`src/rtl/cond_flag_unit_if.sv`:
```
// Condition/flag unit bus: per-lane instruction inputs, stack controls, and the flag/stack status it returns.
// The master drives instructions and controls; the slave (the unit) returns the lane results and its state.
interface cond_flag_unit_if #(
    parameter int LANES = 2,
    parameter int DEPTH = 4
);
    logic [LANES-1:0]         valid;
    logic [4*LANES-1:0]       cond;
    logic [4*LANES-1:0]       flags_in;
    logic [2*LANES-1:0]       flag_write;
    logic                     stall;
    logic                     flush;
    logic                     save;
    logic                     restore;
    logic [LANES-1:0]         cond_ex;
    logic [LANES-1:0]         carry_in;
    logic [3:0]               flags_q;
    logic [$clog2(DEPTH):0]   depth;
    logic                     ovf_err;
    logic                     unf_err;

    modport master (
        output valid, cond, flags_in, flag_write, stall, flush, save, restore,
        input  cond_ex, carry_in, flags_q, depth, ovf_err, unf_err
    );

    modport slave (
        input  valid, cond, flags_in, flag_write, stall, flush, save, restore,
        output cond_ex, carry_in, flags_q, depth, ovf_err, unf_err
    );
endinterface

```
`src/rtl/cond_flag_unit.sv`:
```
// Multi-lane condition evaluator with same-cycle flag forwarding and a flag shadow stack.
// cond_ex/carry_in are combinational; flags, stack and errors update one edge later; stall freezes all state.
module cond_flag_unit #(
    parameter int LANES = 2,
    parameter int DEPTH = 4
) (
    input  logic               clk,
    input  logic               reset,
    cond_flag_unit_if.slave    bus
);
    localparam int AW = $clog2(DEPTH);
    localparam int DW = AW + 1;

    logic [3:0]    flg_q, flg_d;
    logic [DW-1:0] dep_q, dep_d;
    logic          ovf_q, ovf_d;
    logic          unf_q, unf_d;
    logic [3:0]    stk_q [DEPTH];

    logic [LANES-1:0] cex, cin;
    logic [3:0]       lane_flg;
    logic             stk_we;
    logic [AW-1:0]    stk_wa;
    logic [AW-1:0]    top_idx;
    logic [3:0]       top_flg;
    logic             empty, full;

    // Flags are {C,V,N,Z}.
    function automatic logic cond_pass(input logic [3:0] code, input logic [3:0] f);
        logic c, v, n, z, p;
        {c, v, n, z} = f;
        case (code)
            4'd0:    p = z;
            4'd1:    p = !z;
            4'd2:    p = c;
            4'd3:    p = !c;
            4'd4:    p = n;
            4'd5:    p = !n;
            4'd6:    p = v;
            4'd7:    p = !v;
            4'd8:    p = c & !z;
            4'd9:    p = !c | z;
            4'd10:   p = (n == v);
            4'd11:   p = (n != v);
            4'd12:   p = !z & (n == v);
            4'd13:   p = z | (n != v);
            4'd14:   p = 1'b1;
            default: p = 1'b0;
        endcase
        return p;
    endfunction

    // Lanes are walked in program order so each sees the flags left by earlier committing lanes.
    always_comb begin
        lane_flg = flg_q;
        cex      = '0;
        cin      = '0;
        for (int i = 0; i < LANES; i++) begin
            cin[i] = lane_flg[3];
            cex[i] = bus.valid[i] & cond_pass(bus.cond[4*i +: 4], lane_flg);
            if (cex[i] && !bus.flush && !bus.stall) begin
                if (bus.flag_write[2*i+1]) lane_flg[3:2] = bus.flags_in[4*i+2 +: 2];
                if (bus.flag_write[2*i])   lane_flg[1:0] = bus.flags_in[4*i +: 2];
            end
        end
    end

    assign empty   = (dep_q == '0);
    assign full    = (dep_q == DW'(DEPTH));
    assign top_idx = dep_q[AW-1:0] - AW'(1);
    assign top_flg = stk_q[top_idx];

    always_comb begin
        flg_d  = flg_q;
        dep_d  = dep_q;
        ovf_d  = ovf_q;
        unf_d  = unf_q;
        stk_we = 1'b0;
        stk_wa = dep_q[AW-1:0];
        if (!bus.stall) begin
            flg_d = lane_flg;
            if (bus.save && bus.restore && !empty) begin
                // Swap: top takes the pre-commit flags, flags take the old top.
                stk_we = 1'b1;
                stk_wa = top_idx;
                flg_d  = top_flg;
            end else begin
                if (bus.restore) begin
                    if (empty) begin
                        unf_d = 1'b1;
                    end else begin
                        flg_d = top_flg;
                        dep_d = dep_q - DW'(1);
                    end
                end
                if (bus.save) begin
                    if (full) begin
                        ovf_d = 1'b1;
                    end else begin
                        stk_we = 1'b1;
                        stk_wa = dep_q[AW-1:0];
                        dep_d  = dep_q + DW'(1);
                    end
                end
            end
        end
    end

    always_ff @(posedge clk or negedge reset) begin
        if (!reset) begin
            flg_q <= 4'b0000;
            dep_q <= '0;
            ovf_q <= 1'b0;
            unf_q <= 1'b0;
        end else begin
            flg_q <= flg_d;
            dep_q <= dep_d;
            ovf_q <= ovf_d;
            unf_q <= unf_d;
        end
    end

    // Stack storage needs no reset; depth alone defines which entries are live.
    always_ff @(posedge clk) begin
        if (stk_we && reset) stk_q[stk_wa] <= flg_q;
    end

    assign bus.cond_ex  = cex;
    assign bus.carry_in = cin;
    assign bus.flags_q  = flg_q;
    assign bus.depth    = dep_q;
    assign bus.ovf_err  = ovf_q;
    assign bus.unf_err  = unf_q;
endmodule

```
`src/flat_wrapper.sv`:
```
// flat-port wrapper written by rule: the top's interface ports become plain ports
module cond_flag_unit_flat 
#(
    parameter int LANES = 2,
    parameter int DEPTH = 4
)
  (clk, reset, bus_valid, bus_cond, bus_flags_in, bus_flag_write, bus_stall, bus_flush, bus_save, bus_restore, bus_cond_ex, bus_carry_in, bus_flags_q, bus_depth, bus_ovf_err, bus_unf_err);
  cond_flag_unit_if #(.LANES(LANES), .DEPTH(DEPTH)) bus_i ();
  input  logic clk;
  input  logic reset;
  input wire logic [$bits(bus_i.valid)-1:0] bus_valid;
  input wire logic [$bits(bus_i.cond)-1:0] bus_cond;
  input wire logic [$bits(bus_i.flags_in)-1:0] bus_flags_in;
  input wire logic [$bits(bus_i.flag_write)-1:0] bus_flag_write;
  input wire logic [$bits(bus_i.stall)-1:0] bus_stall;
  input wire logic [$bits(bus_i.flush)-1:0] bus_flush;
  input wire logic [$bits(bus_i.save)-1:0] bus_save;
  input wire logic [$bits(bus_i.restore)-1:0] bus_restore;
  output wire logic [$bits(bus_i.cond_ex)-1:0] bus_cond_ex;
  output wire logic [$bits(bus_i.carry_in)-1:0] bus_carry_in;
  output wire logic [$bits(bus_i.flags_q)-1:0] bus_flags_q;
  output wire logic [$bits(bus_i.depth)-1:0] bus_depth;
  output wire logic [$bits(bus_i.ovf_err)-1:0] bus_ovf_err;
  output wire logic [$bits(bus_i.unf_err)-1:0] bus_unf_err;
  assign bus_i.valid = bus_valid;
  assign bus_i.cond = bus_cond;
  assign bus_i.flags_in = bus_flags_in;
  assign bus_i.flag_write = bus_flag_write;
  assign bus_i.stall = bus_stall;
  assign bus_i.flush = bus_flush;
  assign bus_i.save = bus_save;
  assign bus_i.restore = bus_restore;
  assign bus_cond_ex = bus_i.cond_ex;
  assign bus_carry_in = bus_i.carry_in;
  assign bus_flags_q = bus_i.flags_q;
  assign bus_depth = bus_i.depth;
  assign bus_ovf_err = bus_i.ovf_err;
  assign bus_unf_err = bus_i.unf_err;
  cond_flag_unit #(.LANES(LANES), .DEPTH(DEPTH)) u_core (.clk(clk), .reset(reset), .bus(bus_i));
endmodule
```
`config.mk`:
```
export PLATFORM = sky130hd
export DESIGN_NAME = cond_flag_unit_flat
export DESIGN_NICKNAME = d
export VERILOG_FILES = /design/src/rtl/cond_flag_unit_if.sv /design/src/rtl/cond_flag_unit.sv /design/src/flat_wrapper.sv
export SDC_FILE = /design/constraint.sdc
export NUM_CORES = 1
export LEC_CHECK = 0
export ABC_AREA = 1
export CAP_MARGIN = 15
export CORE_AREA = 2 2 66 68
export CTS_CLUSTER_DIAMETER = 100
export DETAILED_ROUTE_END_ITERATION = 12
export DIE_AREA = 0 0 68 70
export PLACE_DENSITY_LB_ADDON = 0.12
export SLEW_MARGIN = 20
export SYNTH_ARGS = -nofsm -noshare
export SYNTH_HDL_FRONTEND = slang
export SYNTH_SLANG_ARGS = --single-unit
export TNS_END_PERCENT = 50
```
`constraint.sdc`:
```
create_clock -name clk -period 3.1 [get_ports clk]
set_input_delay 0.31 -clock clk [delete_from_list [all_inputs] [get_ports clk]]
set_output_delay 0.31 -clock clk [all_outputs]
set_load 0.03 [all_outputs]
```
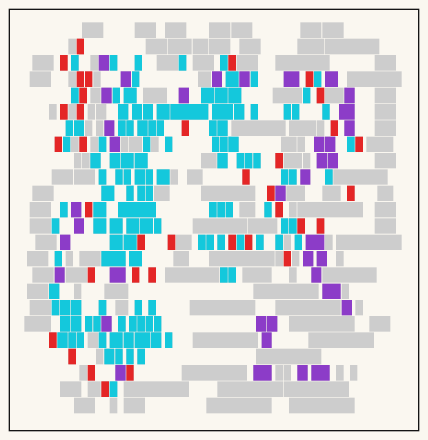
(run_1/gate_families.png)
Scale: 6 px per µm.
red -> inverters  # cells 36, where spread over the die
purple -> inverting AOI/OAI gates  # cells 38
cyan -> NAND gates  # cells 124
Final Non-Filler Cells: 380
combinational share of cell area: 0.431
top logic cell by instance count in the layout: nand2_1

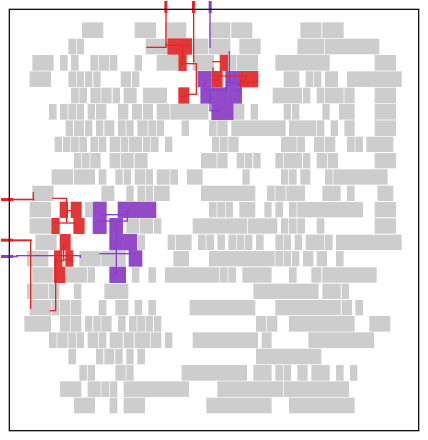
(run_1/port_nets.png)
Scale: 6 px per µm.
purple -> `bus_valid`  # direction input, end cells 14, wire 67.3 µm
red -> `bus_flag_write`  # direction input, end cells 15, wire 97.3 µm
Ports: 41
Port-buffer cells: 40

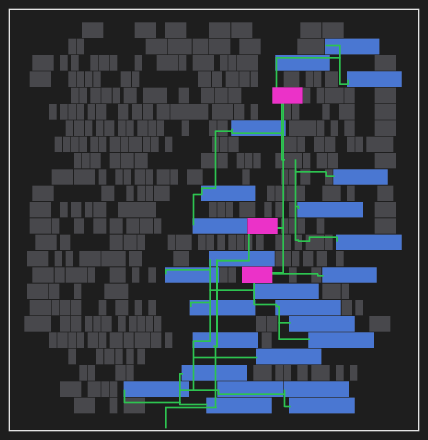
(run_1/clock_map.png)
Scale: 6 px per µm.
blue -> flip-flops  # count 25
green -> clock wires  # length 322 µm
magenta -> cells driving clock nets  # count 3
routed clock nets = 4
worst-skew pair later-pin latency: 0.28 ns
Clock power frac: 0.109
Layout Skew: 0.00443 ns

==> results.yml, run 1 <==
# generated from flow reports
placed_design:
  post-place-cells: 376
  dpl.hpwl_um: 3770
global_route:
  overflow: 0
  grt_antenna_before_repair: 0
  grt.met3_usage: 0.0225
  grt_pass1_wl_um: 7890
  grt_use_met1: 0.284
finish:
  area_growth_pct: 28.8
  inv_count: 36
  clock_area_frac: 0.0201
  final_core_util: 0.601
  final_cell_area_um2: 2490
  n_all_buffers: 48
  regMostFlops: "u_core.stk_q"
synthesis:
  synth_top_cell_by_count: "nand2_1"
  yosys.area_share.aoi: 0.115
  synthFlopType: "edfxtp_1"
  synthCells: 281
  ys_top_logic_family: "simple AND/OR/NAND/NOR gates"
  syn_nets: 312
  top_cells_by_count: "nand2_1 (80), nor2_1 (38), inv_1 (34)"
  ys_area_um2: 1930
floorplan:
  core_um2: 4140
  fp_util: 0.467
  die_area_um2: 4760
  fp-row-count: 24
timing:
  setup_slack_ns: 0.205
  min_period_over_period: 0.934
  post-route-min-period_ns: 2.89
  tightest_slew_ns: 0.407
  hold_violations: 0
critical_path:
  startpoint_type: "input port"
  reg2reg_depth: 9
  path_buffers: 4
  crit_chain: "clkdlybuf4s50_1, inv_1, nor2_1, nand2_1, nand2_1, nand2_1, nand2_1, nor2_4, nand2_4, nand3_4, nand2_1, nand2_2, inv_1, clkdlybuf4s50_1"
  required_ns: 2.79
  critPathKind: "input port to primary output"
route:
  wl_per_cell_um: 12.5
  top_layer_used: "met4"
  met1_length_um: 2140
power:
  seq_power_share: 0.279
  clk-power_uw: 212
  power_mw: 1.94
  powerSeq_uw: 542
run_status:
  status: "completed"
clocking:
  root_buffer: "clkbuf_8"
  cts.sinks: 25
  tritoncts: "done"
  post_cts_buffers: 0
--- run 2 (diff from run 1) ---
--- a/config.mk
+++ b/config.mk
@@ -12,6 +12,7 @@
 export DETAILED_ROUTE_END_ITERATION = 12
 export DIE_AREA = 0 0 68 70
 export PLACE_DENSITY_LB_ADDON = 0.12
+export SKIP_CTS_REPAIR_TIMING = 1
 export SLEW_MARGIN = 20
 export SYNTH_ARGS = -nofsm -noshare
 export SYNTH_HDL_FRONTEND = slang
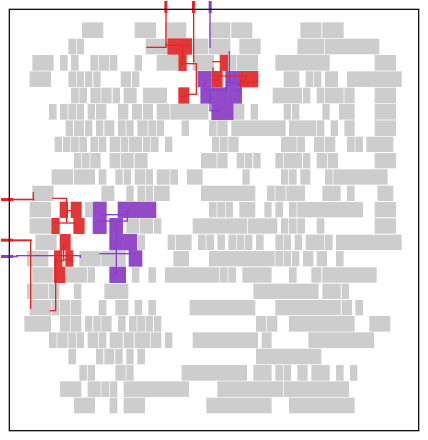
(run_2/port_nets.png)
Scale: 6 px per µm.
purple -> `bus_valid`  # direction input, end cells 14, wire 67.3 µm
red -> `bus_flag_write`  # direction input, end cells 15, wire 97.3 µm

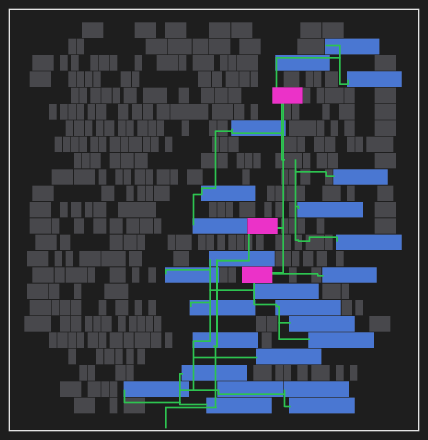
(run_2/clock_map.png)
Scale: 6 px per µm.
green -> clock wires  # length 322 µm
blue -> flip-flops  # count 25
magenta -> cells driving clock nets  # count 3
routed clock nets = 4
clk pwr: 212 µW

==> results.yml, run 2 <==
# generated from flow reports
global_route:
  grt.met3_usage: 0.0225
  grt_pass1_wl_um: 7890
  overflow: 0
critical_path:
  required_ns: 2.79
  startpoint_type: "input port"
  reg2reg_depth: 9
power:
  seq_power_share: 0.279
  power_mw: 1.94
  powerSeq_uw: 542
finish:
  final_common_cell: "nand2_1"
  regMostFlops: "u_core.stk_q"
  area_growth_pct: 28.8
  n_all_buffers: 48
floorplan:
  core_um2: 4140
placed_design:
  io_buffers: 40
clocking:
  cts.sinks: 25
  root_buffer: "clkbuf_8"
  clock_latency_ns: 0.28
timing:
  hold_violations: 0
  skew_ns: 0.00443
route:
  met1_length_um: 2140
  top_layer_used: "met4"
synthesis:
  ys_area_um2: 1930
run_status:
  status: "completed"
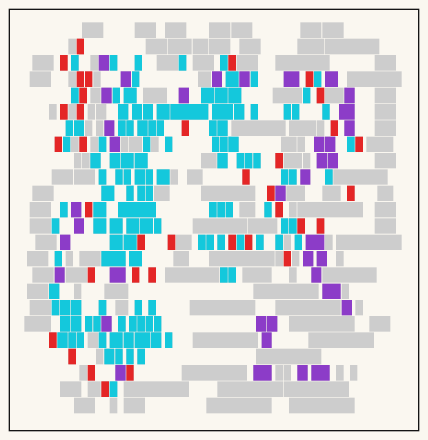
(run_2/gate_families.png)
Scale: 6 px per µm.
red -> inverters  # cells 36, where spread over the die
cyan -> NAND gates  # cells 124
purple -> inverting AOI/OAI gates  # cells 38

--- run 3 (diff from run 2) ---
--- a/config.mk
+++ b/config.mk
@@ -7,10 +7,9 @@
 export LEC_CHECK = 0
 export ABC_AREA = 1
 export CAP_MARGIN = 15
-export CORE_AREA = 2 2 66 68
-export CTS_CLUSTER_DIAMETER = 100
+export CORE_AREA = 2 2 78 58
 export DETAILED_ROUTE_END_ITERATION = 12
-export DIE_AREA = 0 0 68 70
+export DIE_AREA = 0 0 80 60
 export PLACE_DENSITY_LB_ADDON = 0.12
 export SKIP_CTS_REPAIR_TIMING = 1
 export SLEW_MARGIN = 20
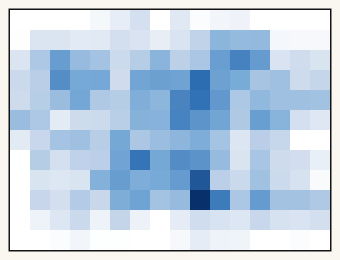
(run_3/wire_density.png)
Scale: 4 px per µm. 16 x 12 tiles, from white (low) to dark blue (high), scaled to the fullest tile. Values are wire area over tile area, all layers added.
tiles over half the peak = 18%
emptiest ninth of the die = south-west
fullest tile = 0.59
Post-Route WL: 4900 µm
routed len/inst: 12.8 µm
Tot GR Track Use: 0.214
via count: 1994

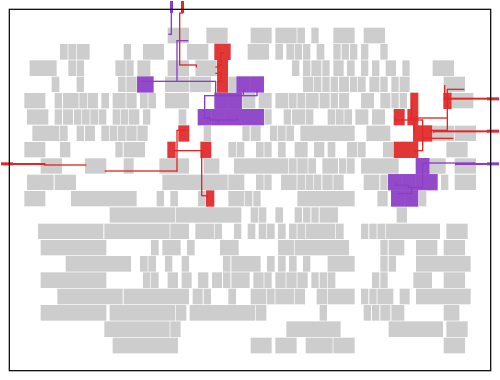
(run_3/port_nets.png)
Scale: 6 px per µm.

==> results.yml, run 3 <==
# generated from flow reports
placed_design:
  dpl.hpwl_um: 3920
  post-place-cells: 379
global_route:
  grt_pass1_wl_um: 7910
  grt.met3_usage: 0.0514
  grt_antenna_before_repair: 0
  overflow: 0
  grt_use_met1: 0.318
synthesis:
  ys_area_um2: 1930
  synthCells: 281
finish:
  area_growth_pct: 29.9
  final_common_cell: "nand2_1"
  n_all_buffers: 49
  final_cell_area_um2: 2510
  inv_count: 36
  sh_comb_area: 0.430
clocking:
  tritoncts: "done"
  clock_latency_ns: 0.28
critical_path:
  crit_chain: "clkdlybuf4s50_1, inv_1, nor2_2, nand2_1, nand2_1, nand2_1, nand2_1, nor2_4, nand2_4, nand3_4, nand2_1, nand2_2, a21oi_1, nand2_1, nand2_1, nand3_4, and2_1, buf_4"
  reg2reg_depth: 9
  critPathKind: "input port to primary output"
floorplan:
  ios: 41
  fp_util: 0.471
  die_area_um2: 4800
run_status:
  status: "completed"
timing:
  tightest_slew_ns: 0.365
  setup_slack_ns: 0.268
  hold_violations: 0
  min_period_over_period: 0.913
power:
  powerSeq_uw: 557
route:
  met1_length_um: 2500
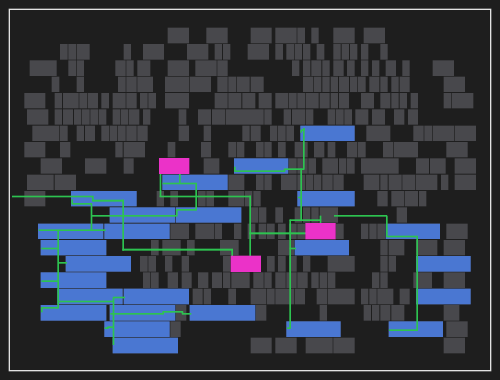
(run_3/clock_map.png)
Scale: 6 px per µm.
Clock power frac: 0.106
Layout Skew: 0.00230 ns
clk pwr: 206 µW

No activity file was given, so power comes from the tool's default toggle rates.
